$ cat config.mk
export PLATFORM = sky130hd
export DESIGN_NAME = mips_multicycle_ctrl
export DESIGN_NICKNAME = d
export VERILOG_FILES = /design/src/rtl/mips_multicycle_ctrl.sv
export SDC_FILE = /design/constraint.sdc
export NUM_CORES = 1
export LEC_CHECK = 0
export CORE_AREA = 2 2 41 43
export CTS_BUF_LIST = sky130_fd_sc_hd__clkbuf_8 sky130_fd_sc_hd__clkbuf_16
export CTS_CLUSTER_DIAMETER = 30
export DETAILED_ROUTE_END_ITERATION = 6
export DIE_AREA = 0 0 43 45
export GPL_TIMING_DRIVEN = 0
export PLACE_DENSITY = 0.78
export REMOVE_ABC_BUFFERS = 1
export SYNTH_ARGS = -nofsm -noshare
export SYNTH_HDL_FRONTEND = slang
export SYNTH_SLANG_ARGS = --single-unit
$ cat constraint.sdc
create_clock -name i_clk -period 4.3 [get_ports i_clk]
set_input_delay 1.075 -clock i_clk [delete_from_list [all_inputs] [get_ports i_clk]]
set_output_delay 1.075 -clock i_clk [all_outputs]
set_load 0.01 [all_outputs]
$ cat src/rtl/mips_multicycle_ctrl.sv
// Main control FSM for the multi-cycle MIPS datapath: sequences fetch, decode,
// execute, memory and writeback, and drives every datapath enable and mux select.
module mips_multicycle_ctrl #(
    parameter int OPC_W = 6,
    parameter int ST_W  = 4
) (
    input  logic             i_clk,
    input  logic             i_rst_n,
    input  logic [OPC_W-1:0] i_opcode,
    input  logic             i_mem_ready,
    output logic [1:0]       o_ALUOp,
    output logic             o_ALUSrcA,
    output logic [1:0]       o_ALUSrcB,
    output logic [1:0]       o_PCSrc,
    output logic             o_IorD,
    output logic             o_IRWrite,
    output logic             o_PCWrite,
    output logic             o_Branch,
    output logic             o_MemWrite,
    output logic             o_MemtoReg,
    output logic             o_RegDst,
    output logic             o_RegWrite,
    output logic [ST_W-1:0]  o_state,
    output logic             o_illegal
);

    typedef enum logic [ST_W-1:0] {
        S_FETCH    = ST_W'(0),
        S_DECODE   = ST_W'(1),
        S_MEMADR   = ST_W'(2),
        S_MEMREAD  = ST_W'(3),
        S_MEMWB    = ST_W'(4),
        S_MEMWRITE = ST_W'(5),
        S_EXECUTE  = ST_W'(6),
        S_ALUWB    = ST_W'(7),
        S_BRANCH   = ST_W'(8),
        S_ADDIEXEC = ST_W'(9),
        S_ADDIWB   = ST_W'(10),
        S_JUMP     = ST_W'(11)
    } state_e;

    localparam logic [OPC_W-1:0] OP_RTYPE = OPC_W'(6'b000000);
    localparam logic [OPC_W-1:0] OP_J     = OPC_W'(6'b000010);
    localparam logic [OPC_W-1:0] OP_BEQ   = OPC_W'(6'b000100);
    localparam logic [OPC_W-1:0] OP_ADDI  = OPC_W'(6'b001000);
    localparam logic [OPC_W-1:0] OP_LW    = OPC_W'(6'b100011);
    localparam logic [OPC_W-1:0] OP_SW    = OPC_W'(6'b101011);

    state_e state_q, state_d;
    logic   illegal_q, illegal_d;

    // NOTE: sequential state uses non-blocking assignments so every flop samples
    // pre-edge values regardless of process ordering.
    always_ff @(posedge i_clk or negedge i_rst_n) begin
        if (!i_rst_n) begin
            state_q   <= S_FETCH;
            illegal_q <= 1'b0;
        end else begin
            state_q   <= state_d;
            illegal_q <= illegal_d;
        end
    end

    always_comb begin
        // NOTE: every output gets a default before the case, so no path can
        // leave a signal unassigned and infer a latch.
        state_d    = state_q;
        illegal_d  = 1'b0;
        o_ALUOp    = 2'b00;
        o_ALUSrcA  = 1'b0;
        o_ALUSrcB  = 2'b00;
        o_PCSrc    = 2'b00;
        o_IorD     = 1'b0;
        o_IRWrite  = 1'b0;
        o_PCWrite  = 1'b0;
        o_Branch   = 1'b0;
        o_MemWrite = 1'b0;
        o_MemtoReg = 1'b0;
        o_RegDst   = 1'b0;
        o_RegWrite = 1'b0;

        unique case (state_q)
            S_FETCH: begin
                o_ALUSrcB = 2'b01;
                // Reset leaves us in FETCH; the rst_n term keeps IR/PC frozen meanwhile.
                o_IRWrite = i_mem_ready & i_rst_n;
                o_PCWrite = i_mem_ready & i_rst_n;
                if (i_mem_ready) state_d = S_DECODE;
            end
            S_DECODE: begin
                o_ALUSrcB = 2'b11;
                case (i_opcode)
                    OP_LW, OP_SW: state_d = S_MEMADR;
                    OP_RTYPE:     state_d = S_EXECUTE;
                    OP_BEQ:       state_d = S_BRANCH;
                    OP_ADDI:      state_d = S_ADDIEXEC;
                    OP_J:         state_d = S_JUMP;
                    default: begin
                        state_d   = S_FETCH;
                        illegal_d = 1'b1;
                    end
                endcase
            end
            S_MEMADR: begin
                o_ALUSrcA = 1'b1;
                o_ALUSrcB = 2'b10;
                if (i_opcode == OP_LW)      state_d = S_MEMREAD;
                else if (i_opcode == OP_SW) state_d = S_MEMWRITE;
                else                        state_d = S_FETCH;
            end
            S_MEMREAD: begin
                o_IorD = 1'b1;
                if (i_mem_ready) state_d = S_MEMWB;
            end
            S_MEMWB: begin
                o_MemtoReg = 1'b1;
                o_RegWrite = 1'b1;
                state_d    = S_FETCH;
            end
            S_MEMWRITE: begin
                o_IorD     = 1'b1;
                o_MemWrite = i_mem_ready;
                if (i_mem_ready) state_d = S_FETCH;
            end
            S_EXECUTE: begin
                o_ALUSrcA = 1'b1;
                o_ALUOp   = 2'b10;
                state_d   = S_ALUWB;
            end
            S_ALUWB: begin
                o_RegDst   = 1'b1;
                o_RegWrite = 1'b1;
                state_d    = S_FETCH;
            end
            S_BRANCH: begin
                o_ALUSrcA = 1'b1;
                o_ALUOp   = 2'b01;
                o_PCSrc   = 2'b01;
                o_Branch  = 1'b1;
                state_d   = S_FETCH;
            end
            S_ADDIEXEC: begin
                o_ALUSrcA = 1'b1;
                o_ALUSrcB = 2'b10;
                state_d   = S_ADDIWB;
            end
            S_ADDIWB: begin
                o_RegWrite = 1'b1;
                state_d    = S_FETCH;
            end
            S_JUMP: begin
                o_PCSrc   = 2'b10;
                o_PCWrite = 1'b1;
                state_d   = S_FETCH;
            end
            default: state_d = S_FETCH;
        endcase
    end

    assign o_state   = state_q;
    assign o_illegal = illegal_q;

endmodule

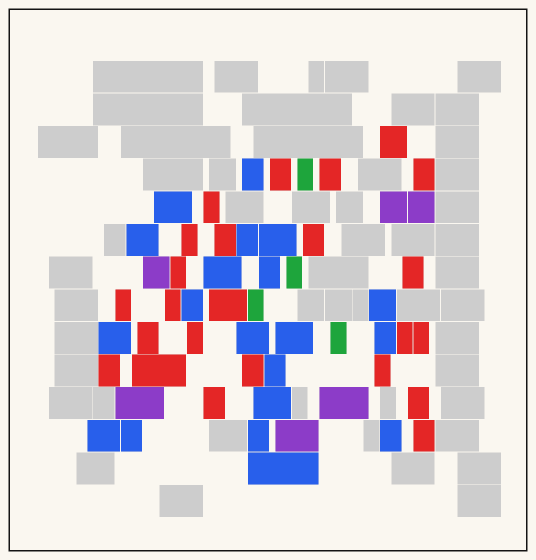
*Gate families picked out*
[AND and OR gates] purple | cells: 6 | most used: and3_1
[inverting AOI/OAI gates] blue | cells: 20 | most used: a21oi_1
[inverters] green | cells: 4 | most used: inv_1 | where: middle
[NOR gates] red | cells: 24 | most used: nor3_1

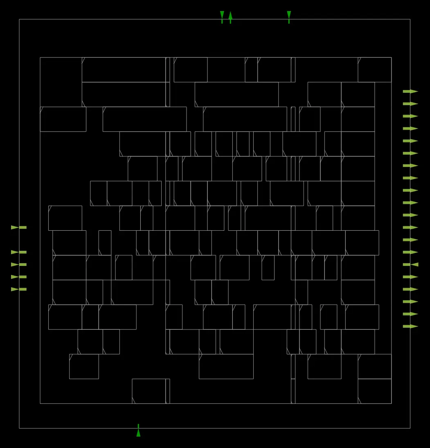
*Cell placement*
Core ar.: 1471 um2
tap cell count: 16
fillers: 150

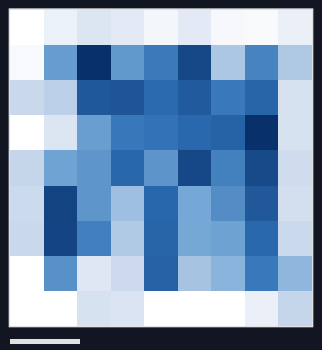
*Cell area per tile*
The bar under the picture is 10 um long. 9 x 9 tiles, from white (low) to dark blue (high), 0 to 100% covered.
mean over tiles: 45%
densest ninth of the die: middle
fullest tile: 100%

==> run_results.csv <==
group,metric,value,unit
clock_network,cts_buffers,3,
pwr,p_switching,0.06630,mW
layout,flops,5,
layout,nMultiInputCombCells,64,
placed_design,place_ws,0.6342,ns
sta,tightest_slew,0.4961,ns
pwr,p_seq_share,27.6,%
layout,clock_buffers,3,
detailed_routing,wirelength,1.473,mm
clock_network,post_cts_buffers,0,
yosys,ff_type,"dfrtp_1",
worst_setup_path,cp_max_fo,7,
layout,comb_share,45.12,%
hold_path,worstHoldPathCells,2,
layout,n_antenna_cell,0,
layout,inverters_excl_clock,4,
worst_setup_path,cpMostUsedCell,"clkdlybuf4s50_1",
pwr,netSwitchingFraction,30.30,%
detailed_routing,avgViaCountPerCell,5.661,
worst_setup_path,worstPathArrival,2.61,ns
yosys,yosys_warnings,0,
layout,combGateArea,399.1,um2
yosys,synthCells,79,
worst_setup_path,endpoint,"o_PCWrite",
layout,finalCoreUtilization,60.12,%
layout,buffers,28,
yosys,synth_cell_type_count,31,
flow_run,warnings,25,
worst_setup_path,timing.rr.start,"o_state[2]$_DFFE_PN0P_",
detailed_routing,ant_nets,0,
layout,lay_top_count,"clkdlybuf4s50_1",
worst_setup_path,r2r_cells,4,
yosys,synth-seq-cells,5,
detailed_routing,firstDrtPassIters,4,
pwr,p_leak,0.3115,nW
sta,final-hold-violation-count,0,
clock_network,cts_tree,"done",
global_route,track_usage,16.69,%
yosys,yosys_area,573.0,um2
die,rows,14,
layout,dominant_cells,"combinational gates",
clock_network,cts.hold.buffers_added,0,
clock_network,cts_resized,0,
yosys,synth-edff-count,0,
run_status,outcome,"finished, final reports clean",
worst_setup_path,path_buffers,2,
detailed_routing,drcViolationCount,0,
sta,finalCritPeriodShare,85.65,%
clock_network,h-tree-depth,1,
sta,max_freq,271.5,MHz
pwr,pg_clk,0.0844,mW
worst_setup_path,rr_endpoint,"o_state[0]$_DFFE_PN0P_",
worst_setup_path,crit_path_cell_trace,"clkdlybuf4s50_1 -> and3_1 -> or2_2 -> clkdlybuf4s50_1",
yosys,netlist_top_cells_area,"dfrtp_1, nor3_1, nor2_1, xnor2_1, a21oi_1",
global_route,met2_usage,26.97,%
pwr,total_power,0.2188,mW
sta,rsz0062_at_grt,"no",
clock_network,cts_sinks,5,
yosys,syn_area,573.1,um2
worst_setup_path,crit_start,"i_mem_ready",
layout,clock_area_share,5.092,%
layout,area_share_nonclk_buffers,31.68,%
placed_design,placed_area,839.6,um2
layout,syn_to_final_growth,54.37,%
placed_design,hpwl,1.118,mm
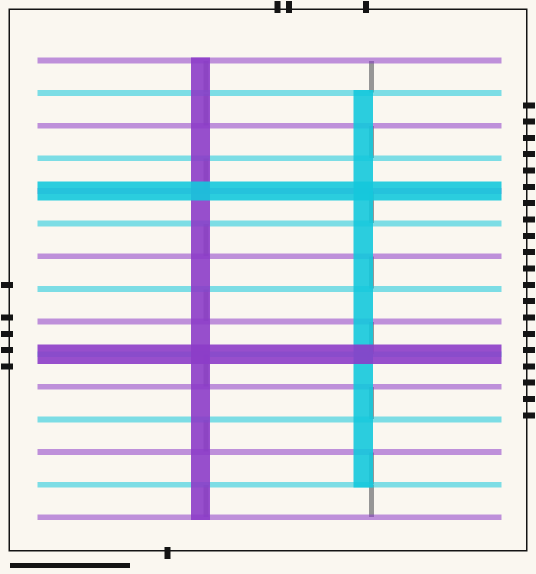
*PDN straps and rails*
The bar under the picture is 10 um long. Pins as bars on the die edge. Tap cells in grey.
[VDD] cyan
[VSS] purple
met5 straps: 2
signal pins: 29
rows: 14
met1 rails: 15
die span in y: 45 um
Die W: 43 um
Max VDD drop: 0.2796 mV

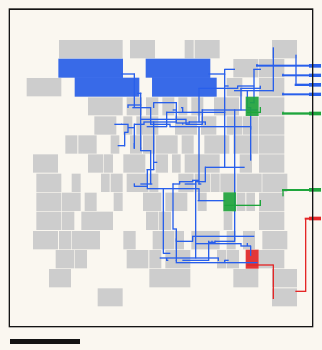
*Wires at chosen ports, followed through buffers*
The bar under the picture is 10 um long.
[o_ALUSrcB] green | direction: output | end cells: 2 | buffers: 2 | wire: 17.1 um
[o_Branch] red | direction: output | end cells: 1 | buffers: 1 | wire: 20.9 um
[o_state] blue | direction: output | end cells: 4 | buffers: 4 | wire: 349 um
PortBufs: 28
io pins: 29

==> sequential cells by signal, summed over array words and instances, names as in the netlist <==
register,flops
o_illegal,1
o_state,4
==> routing by layer <==
| layer | vias up | share of wire (%) |
|---|---|---|
| met5 | - | 0 |
| li1 | 347 | - |
| met1 | 305 | 44 |
| met3 | 0 | 11 |
| met2 | 33 | 45 |
| met4 | 0 | 0 |
==> worst register-to-register path: stages (launching register included) <==
cell and delay, ns:
dfrtp_1 0.55, or4b_1 0.58, o32ai_2 0.27, nor3_1 0.07
a21oi_1 0.18
==> kinds of logic (layout without fill, tap and decap cells) <==
family                    after synthesis  after routing  share of synthesized area [%]
xor gates and xnor gates                4              4                          6.115
buffers and inverters                  10             36                          8.514
AOI/OAI and AO/OA                      20             20                          24.68
and+or+nand+nor                        40             40                          38.86
DFF                                     5              5                          21.83
Power and IR drop assume default switching activity.
